**src/rtl/adpll_lock_sequencer.sv**
```systemverilog
// adpll_lock_sequencer: brings the ADPLL from reset to lock and supervises lock afterwards
module adpll_lock_sequencer #(
    parameter int SETTLE_CYCLES  = 1024,
    parameter int LOCK_TOL       = 2,
    parameter int LOCK_COUNT     = 16,
    parameter int UNLOCK_TOL     = 8,
    parameter int UNLOCK_COUNT   = 4,
    parameter int ACQ_TIMEOUT    = 4096,
    parameter int RESTART_CYCLES = 256,
    parameter int MAX_RESTARTS   = 7
) (
    input  logic       fpga_clk_i,
    input  logic       reset_i,
    input  logic       ref_clk_i,
    input  logic       run_i,
    input  logic       phase_step_i,
    input  logic [7:0] error_i,
    output logic       adpll_en_o,
    output logic [1:0] ref_sel_o,
    output logic       locked_o,
    output logic       fault_o,
    output logic [2:0] state_o,
    output logic [2:0] restart_cnt_o
);
    typedef enum logic [2:0] {
        IDLE    = 3'd0,
        SETTLE  = 3'd1,
        ACQUIRE = 3'd2,
        LOCKED  = 3'd3,
        RESTART = 3'd4,
        FAULT   = 3'd5
    } state_t;

    localparam int CYC_MAX = (SETTLE_CYCLES > RESTART_CYCLES) ? SETTLE_CYCLES : RESTART_CYCLES;
    localparam int CW = $clog2(CYC_MAX + 1);
    localparam int TW = $clog2(ACQ_TIMEOUT + 1);
    localparam int LW = $clog2(LOCK_COUNT + 1);
    localparam int UW = $clog2(UNLOCK_COUNT + 1);

    state_t state, state_d;
    logic [2:0] ref_sync;
    logic tick, sample;
    logic [7:0] err;
    logic [8:0] mag;
    logic [CW-1:0] cyc;
    logic [TW-1:0] timeout;
    logic [LW-1:0] lock_run;
    logic [UW-1:0] unlock_run;
    logic in_lock, out_lock, lock_hit, timeout_hit, unlock_hit, step_hit, entering;

    // 9-bit magnitude so that -128 maps to 128 rather than wrapping
    assign mag         = err[7] ? 9'd0 - {1'b1, err} : {1'b0, err};
    assign in_lock     = mag <= 9'(LOCK_TOL);
    assign out_lock    = mag > 9'(UNLOCK_TOL);
    assign lock_hit    = sample && in_lock && lock_run == LW'(LOCK_COUNT - 1);
    assign timeout_hit = sample && timeout == TW'(ACQ_TIMEOUT - 1);
    assign unlock_hit  = sample && out_lock && unlock_run == UW'(UNLOCK_COUNT - 1);
    assign step_hit    = run_i && phase_step_i && state == LOCKED;
    assign entering    = state_d != state;
    assign state_o     = state;

    // synchronise the reference clock, form a one-cycle tick and capture the error on it
    always_ff @(posedge fpga_clk_i or posedge reset_i) begin
        if (reset_i) begin
            ref_sync <= '0;
            tick     <= 1'b0;
            sample   <= 1'b0;
            err      <= '0;
        end else begin
            ref_sync <= {ref_sync[1:0], ref_clk_i};
            tick     <= ref_sync[1] & ~ref_sync[2];
            sample   <= tick;
            if (tick) err <= error_i;
        end
    end

    // next-state selection; lock beats timeout, and a phase step shares the unlock exit
    always_comb begin
        state_d = state;
        if (!run_i) state_d = IDLE;
        else if (state == IDLE) state_d = SETTLE;
        else if (state == SETTLE && cyc == CW'(SETTLE_CYCLES - 1)) state_d = ACQUIRE;
        else if (state == ACQUIRE && lock_hit) state_d = LOCKED;
        else if (state == ACQUIRE && timeout_hit) state_d = (restart_cnt_o == 3'(MAX_RESTARTS)) ? FAULT : RESTART;
        else if (state == LOCKED && (step_hit || unlock_hit)) state_d = ACQUIRE;
        else if (state == RESTART && cyc == CW'(RESTART_CYCLES - 1)) state_d = SETTLE;
    end

    // state register, run/timeout counters and registered outputs decoded from the next state
    always_ff @(posedge fpga_clk_i or posedge reset_i) begin
        if (reset_i) begin
            state         <= IDLE;
            cyc           <= '0;
            timeout       <= '0;
            lock_run      <= '0;
            unlock_run    <= '0;
            ref_sel_o     <= '0;
            restart_cnt_o <= '0;
            adpll_en_o    <= 1'b0;
            locked_o      <= 1'b0;
            fault_o       <= 1'b0;
        end else begin
            state <= state_d;
            cyc   <= entering ? '0 : cyc + 1'b1;
            if (entering) begin
                timeout    <= '0;
                lock_run   <= '0;
                unlock_run <= '0;
            end else if (sample && state == ACQUIRE) begin
                timeout  <= timeout + 1'b1;
                lock_run <= in_lock ? lock_run + 1'b1 : '0;
            end else if (sample && state == LOCKED) begin
                unlock_run <= out_lock ? unlock_run + 1'b1 : '0;
            end
            if (step_hit) ref_sel_o <= ref_sel_o + 1'b1;
            if (state == IDLE && state_d == SETTLE) restart_cnt_o <= '0;
            else if (entering && state_d == RESTART && restart_cnt_o != 3'(MAX_RESTARTS)) restart_cnt_o <= restart_cnt_o + 1'b1;
            adpll_en_o <= state_d inside {SETTLE, ACQUIRE, LOCKED};
            locked_o   <= state_d == LOCKED;
            fault_o    <= state_d == FAULT;
        end
    end
endmodule

```
**config.mk**
```make
export PLATFORM = sky130hd
export DESIGN_NAME = adpll_lock_sequencer
export DESIGN_NICKNAME = d
export VERILOG_FILES = /design/src/rtl/adpll_lock_sequencer.sv
export SDC_FILE = /design/constraint.sdc
export NUM_CORES = 1
export LEC_CHECK = 0
export CAP_MARGIN = 20
export CORE_MARGIN = 3
export CORE_UTILIZATION = 58
export DETAILED_ROUTE_END_ITERATION = 8
export PLACE_DENSITY = 0.9
export REMOVE_ABC_BUFFERS = 1
export SYNTH_ARGS = -nofsm -noshare
export SYNTH_HDL_FRONTEND = slang
export SYNTH_SLANG_ARGS = --single-unit
export TNS_END_PERCENT = 20
```
**constraint.sdc**
```tcl
create_clock -name fpga_clk_i -period 3.93 [get_ports fpga_clk_i]
set_input_delay 0.786 -clock fpga_clk_i [delete_from_list [all_inputs] [get_ports fpga_clk_i]]
set_output_delay 0.786 -clock fpga_clk_i [all_outputs]
set_load 0.1 [all_outputs]
```
**Run 1: clock nets**

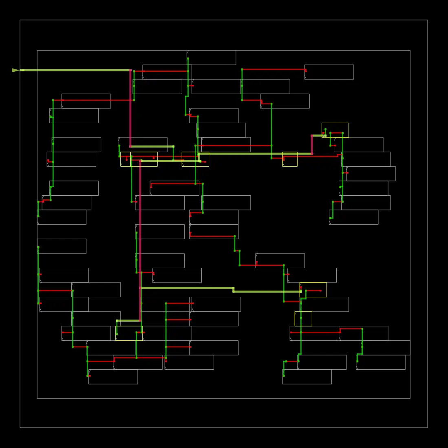
clock skew: 8.63 ps
clk ins delay skew pair: 320 ps
Clock Buffer Count: 5
Clock Sinks: 56

**Run 1: cell sizes after repair**

(6 px per µm)
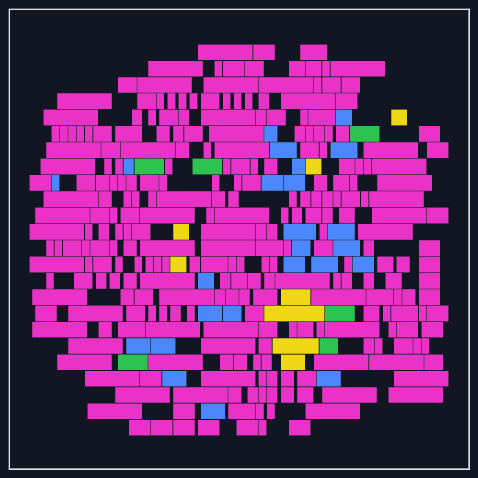
[x3 and x4] yellow | cells: 8
[x2] blue | cells: 24
[x1 and smaller] magenta | cells: 271
[x6 and larger] green | cells: 6

==> Slide: Implementation Results, run 1 <==
Implementation Results

Run status
  – Status: finished clean

Clock network
  – CTS tree: yes
  – CTS Buf Count: 5
  – Post-CTS Hold Buffers: 0
  – Post-CTS setup buffers: 0
  – Clock root buffer: clkbuf_8
  – H-tree depth: 2

Drt
  – Wire length per cell: 13.9 µm
  – Post-route ant nets: 0
  – Final WL: 5190 µm
  – Via Count: 2114
  – DRC errors left: 0
  – DR vias/cell: 5.65
  – Drt pass-1 iters: 4
  – Iteration-0 DRC count of the detailed router: 128

Final layout
  – Max reg flops: 13
  – Top reg by flops: timeout
  – Final #Nets: 330
  – Flop count: 56
  – Logic share of the area: 0.418
  – Area-dominant class: flip-flops and latches
  – Regs by FF count: timeout: 13 flops, cyc: 11 flops, err: 8 flops
  – Flop share of the area: 0.432

Logic synthesis
  – Flip-flops with a built-in enable: 0
  – Yosys adder share: 0.0392
  – #FFs+latches synth: 56
  – Top cells, area: dfrtp_1 49%, nor2_1 6.7%, xor2_1 4.0%
  – Predominant post-synthesis flop cell: dfrtp_1
  – Post-synth seq share: 0.487
  – YS chip area: 2880 µm²
  – Mapped Cells: 282
  – Top cells by count: 56 x dfrtp_1, 51 x nor2_1, 17 x nand2_1, 16 x inv_1, 13 x xor2_1
  – Yosys top cell by area: dfrtp_1
  – Number of cells in the yosys synthesis report: 282
  – Compound Share, Synth: 0.114
  – Count of cell types in the netlist: 50

Die
  – DIE AREA: 5840 µm²
  – FP Rows: 24
  – # IOs: 24

Global routing
  – Largest net degree at the start of global routing: 39
  – GRT Total Usage: 0.194
  – Antenna violations before repair: 0
  – Gr busiest metal: met2

STA
  – Min cycle time layout: 3280 ps
  – Worst slew pin tran: 984 ps
  – RSZ-0062 raised after global routing: no
  – Smallest setup slack after layout: 645 ps
  – Final slew viol count: 0

Worst setup path
  – Worst R2R Start: err[0]
  – Crit-path cells: inv_1, ha_1, or3b_4, or4b_4, a2111oi_4, nand3_2, a2bb2oi_2, o211ai_2, buf_4, nor2_1
  – CP Capture Type: register
  – CP startpoint kind: register
  – Worst Setup EP: timeout[9]
  – Slowest-stage cell, CP: or4b_4

Power and ir drop
  – Switch Pwr: 0.304 mW
  – Clock group total power: 0.314 mW
  – Seq pwr share: 0.575
  – Pwr top: registers
  – Seq pwr: 0.627 mW
  – Max VDD drop: 306 µV
  – Tot Pwr: 1.09 mW
  – Clk pwr share: 0.287

Min path
  – WHS Endpoint: ref_sync[1]

Place
  – Gpl congestion: 0.889
  – I/O Buffers: 23

Flow run
  – Max Cap Viol: 0
  – Tool warnings: 25
**Run 1: the metal 3 layer**

(6 px per µm)
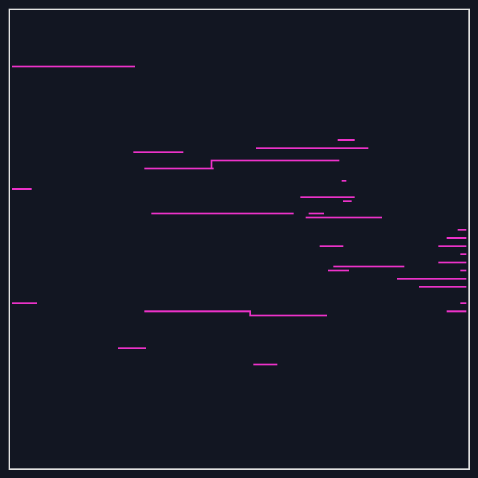
wire length on this layer: 232 µm
share of all routed wire: 4.5%
longest straight run: 23.5 µm
main direction: horizontal

**Run 1: signal metal coverage by tile**

(4 px per µm) The die is cut into 15 by 15 equal tiles; black is low, pale yellow is high, scaled to the fullest tile. Values are wire area over tile area, all layers added.
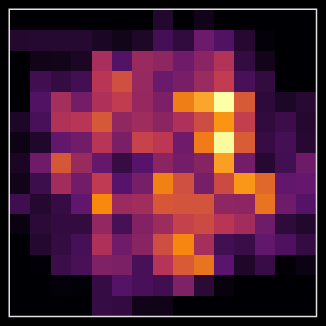
mean over tiles: 0.14
fullest tile: 0.55
nearly empty tiles: 20%

[run 1: placed cells by master (no fill, tap or decap), drive strengths merged, types with 2 or more instances in the layout]
cell type / count
xor2: 13
a221oi: 2
ha: 9
clkbuf: 5
a21oi: 10
nand4: 6
or4b: 3
clkdlybuf4s50: 23
a31oi: 2
a22oi: 4
and3: 4
or2: 2
nor3b: 2
or3: 2
inv: 17
xnor2: 12
o21ai: 9
nand3: 11
nor4: 5
nor2: 51
dfrtp: 56
o21a: 5
and2: 3
nor2b: 4
nor4b: 2
nand2: 17
nor3: 6
mux2: 6
buf: 3
[run 1: critical path, delay by kind of cell, from the launching register on]
family,cells,cell delay [ps]
AND/OR/NAND/NOR,4,1310
AND-OR/OR-AND,3,850
flip-flops,1,460
buffers and inverters,2,380
adder cells (fa/ha/maj),1,230
==> run 2, diff against run 1 <==
--- a/config.mk
+++ b/config.mk
@@ -7,9 +7,9 @@
 export LEC_CHECK = 0
 export CAP_MARGIN = 20
 export CORE_MARGIN = 3
-export CORE_UTILIZATION = 58
+export CORE_UTILIZATION = 52
 export DETAILED_ROUTE_END_ITERATION = 8
-export PLACE_DENSITY = 0.9
+export PLACE_DENSITY = 0.86
 export REMOVE_ABC_BUFFERS = 1
 export SYNTH_ARGS = -nofsm -noshare
 export SYNTH_HDL_FRONTEND = slang
==> constraint.sdc (replaced) <==
create_clock -name fpga_clk_i -period 2.95 [get_ports fpga_clk_i]
set_input_delay 0.59 -clock fpga_clk_i [delete_from_list [all_inputs] [get_ports fpga_clk_i]]
set_output_delay 0.59 -clock fpga_clk_i [all_outputs]
set_load 0.1 [all_outputs]
**Run 2: clock nets**

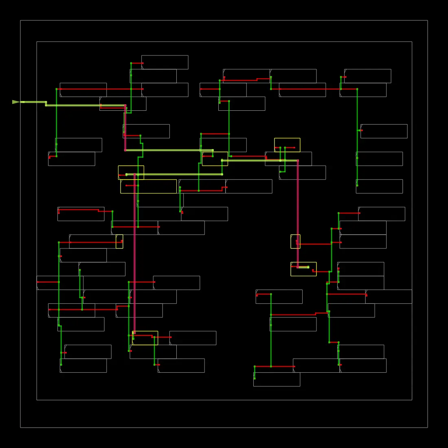
CTS Buf Count: 5
clock group total power: 0.491 mW
flop count: 56
clk ins delay skew pair: 310 ps

==> run 2 against run 1 <==
Net effect:
- the run now ends with setup timing left
- sequential share of layout area shrank 3.8 points
- total power rose by 48%
- via count increased by 6.2%
- critical path depth stayed put
- area after synthesis did not move
- sequential cell count unchanged
- design area rose by 9.7%
- global-route usage shrank 0.51 points
- worst hold slack worse by 1.3 ps
- routed wire length rose by 22%
- cell count is 6.7% higher
- sequential power rose by 33%
- critical path type unchanged
- largest cell class is now multi-input combinational cells
- largest power group unchanged
- highest routed layer unchanged
==> Slide: Implementation Results, run 2 <==
Implementation Results

Logic synthesis
  – Number of cells in the yosys synthesis report: 282
  – Predominant post-synthesis flop cell: dfrtp_1
  – Top cells, area: dfrtp_1 49%, nor2_1 6.7%, xor2_1 4.0%
  – Flip-flops with a built-in enable: 0
  – Yosys top cell by area: dfrtp_1
  – Top cells by count: 56 x dfrtp_1, 51 x nor2_1, 17 x nand2_1, 16 x inv_1, 13 x xor2_1
  – Post-synth seq share: 0.487
  – #FFs+latches synth: 56
  – YS chip area: 2880 µm²
  – Mapped Cells: 282

STA
  – RSZ-0062 raised after global routing: yes
  – Min cycle time layout: 2980 ps
  – Final slew viol count: 0
  – Worst slew pin tran: 559 ps
  – Smallest setup slack after layout: -31.6 ps
  – Setup Viol. Count Final: 14
  – Final hold vios: 0

Drt
  – Final WL: 6340 µm
  – Iteration-0 DRC count of the detailed router: 119
  – DR vias/cell: 5.63
  – Via Count: 2246
  – Wire length per cell: 15.9 µm
  – Post-route ant nets: 0
  – Drt pass-1 iters: 4
  – DRC errors left: 0

Clock network
  – Post-CTS setup buffers: 0
  – Clock root buffer: clkbuf_8
  – Clock Sinks: 56
  – H-tree depth: 2
  – CTS tree: yes
  – Post-CTS Hold Buffers: 0

Worst setup path
  – Worst R2R Start: err[0]
  – CP startpoint kind: register
  – Top delay family on crit path: simple AND/OR/NAND/NOR gates
  – Slowest-stage cell, CP: or4b_4
  – Worst Setup EP: timeout[1]
  – Setup CP Type: reg2reg
  – CP bufs+invs: 2
  – CP Capture Type: register
  – Crit. path cell count: 10
  – Crit-path cells: inv_2, ha_4, or3b_4, or4b_4, a2111oi_4, nand3_2, a2bb2oi_2, o211ai_4, clkbuf_16, a21oi_2

Power and ir drop
  – Seq pwr: 0.832 mW
  – Max VDD drop: 331 µV
  – Clk pwr share: 0.303
  – Seq pwr share: 0.513
  – Pwr top: registers
  – Switch Pwr: 0.432 mW

Min path
  – WHS Endpoint: ref_sync[1]
  – Critical hold path startpoint: ref_sync[0]

Run status
  – Failing checks: setup timing
  – Status: finished, violations left

Die
  – DIE AREA: 6460 µm²
  – FP Rows: 26
  – # IOs: 24

Final layout
  – Max reg flops: 13
  – Final #Nets: 350
  – Commonest Layout Cell: dfrtp_1
  – Top reg by flops: timeout
  – Top Layout Cells: 56 x dfrtp_1, 39 x nor2_1, 27 x buf_4, 17 x nand2_1

Global routing
  – Gr busiest metal: met2
  – Largest net degree at the start of global routing: 57
  – First-pass GRT wire length: 9480 µm
  – Antenna violations before repair: 0
  – GRT Total Usage: 0.189

Place
  – Gpl congestion: 0.906
  – I/O Buffers: 23

Flow run
  – Tool warnings: 26
  – Max Cap Viol: 0
**Run 2: sequential cells grouped by signal name**

(4 px per µm) Other sequential cells in the stronger grey, the rest of the logic in the fainter grey.
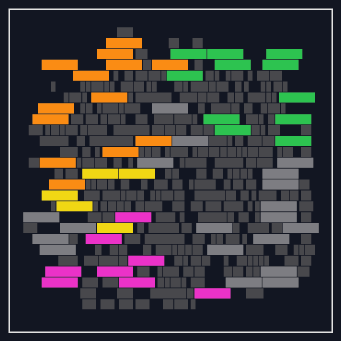
[err] magenta | sequential cells: 8
[timeout] orange | sequential cells: 13
[cyc] green | sequential cells: 11
[lock_run] yellow | sequential cells: 5 | where: middle left
not coloured: 19

run 2: final cells by class:
type | count | area (µm²) | area share
Clock buffer | 6 | 72.6 | 0.0204
Clock inverter | 2 | 35.0 | 0.00985
Inverter | 16 | 60.1 | 0.0169
Multi-Input combinational cell | 203 | 1450 | 0.409
Sequential cell | 56 | 1400 | 0.394
Tap cell | 70 | 87.6 | 0.0246
Timing Repair Buffer | 46 | 447 | 0.126
run 2: cells by family after synthesis:
| group | after synthesis | share of synthesized area |
|---|---|---|
| and+or+nand+nor | 122 | 0.218 |
| DFF | 56 | 0.487 |
| AOI/OAI and AO/OA | 41 | 0.114 |
| xor gates and xnor gates | 25 | 0.0762 |
| buffers and inverters | 23 | 0.0409 |
| adders and majority gates | 9 | 0.0392 |
| muxes | 6 | 0.0235 |
Power figures rest on the tool's default switching activity, not on a simulated workload.
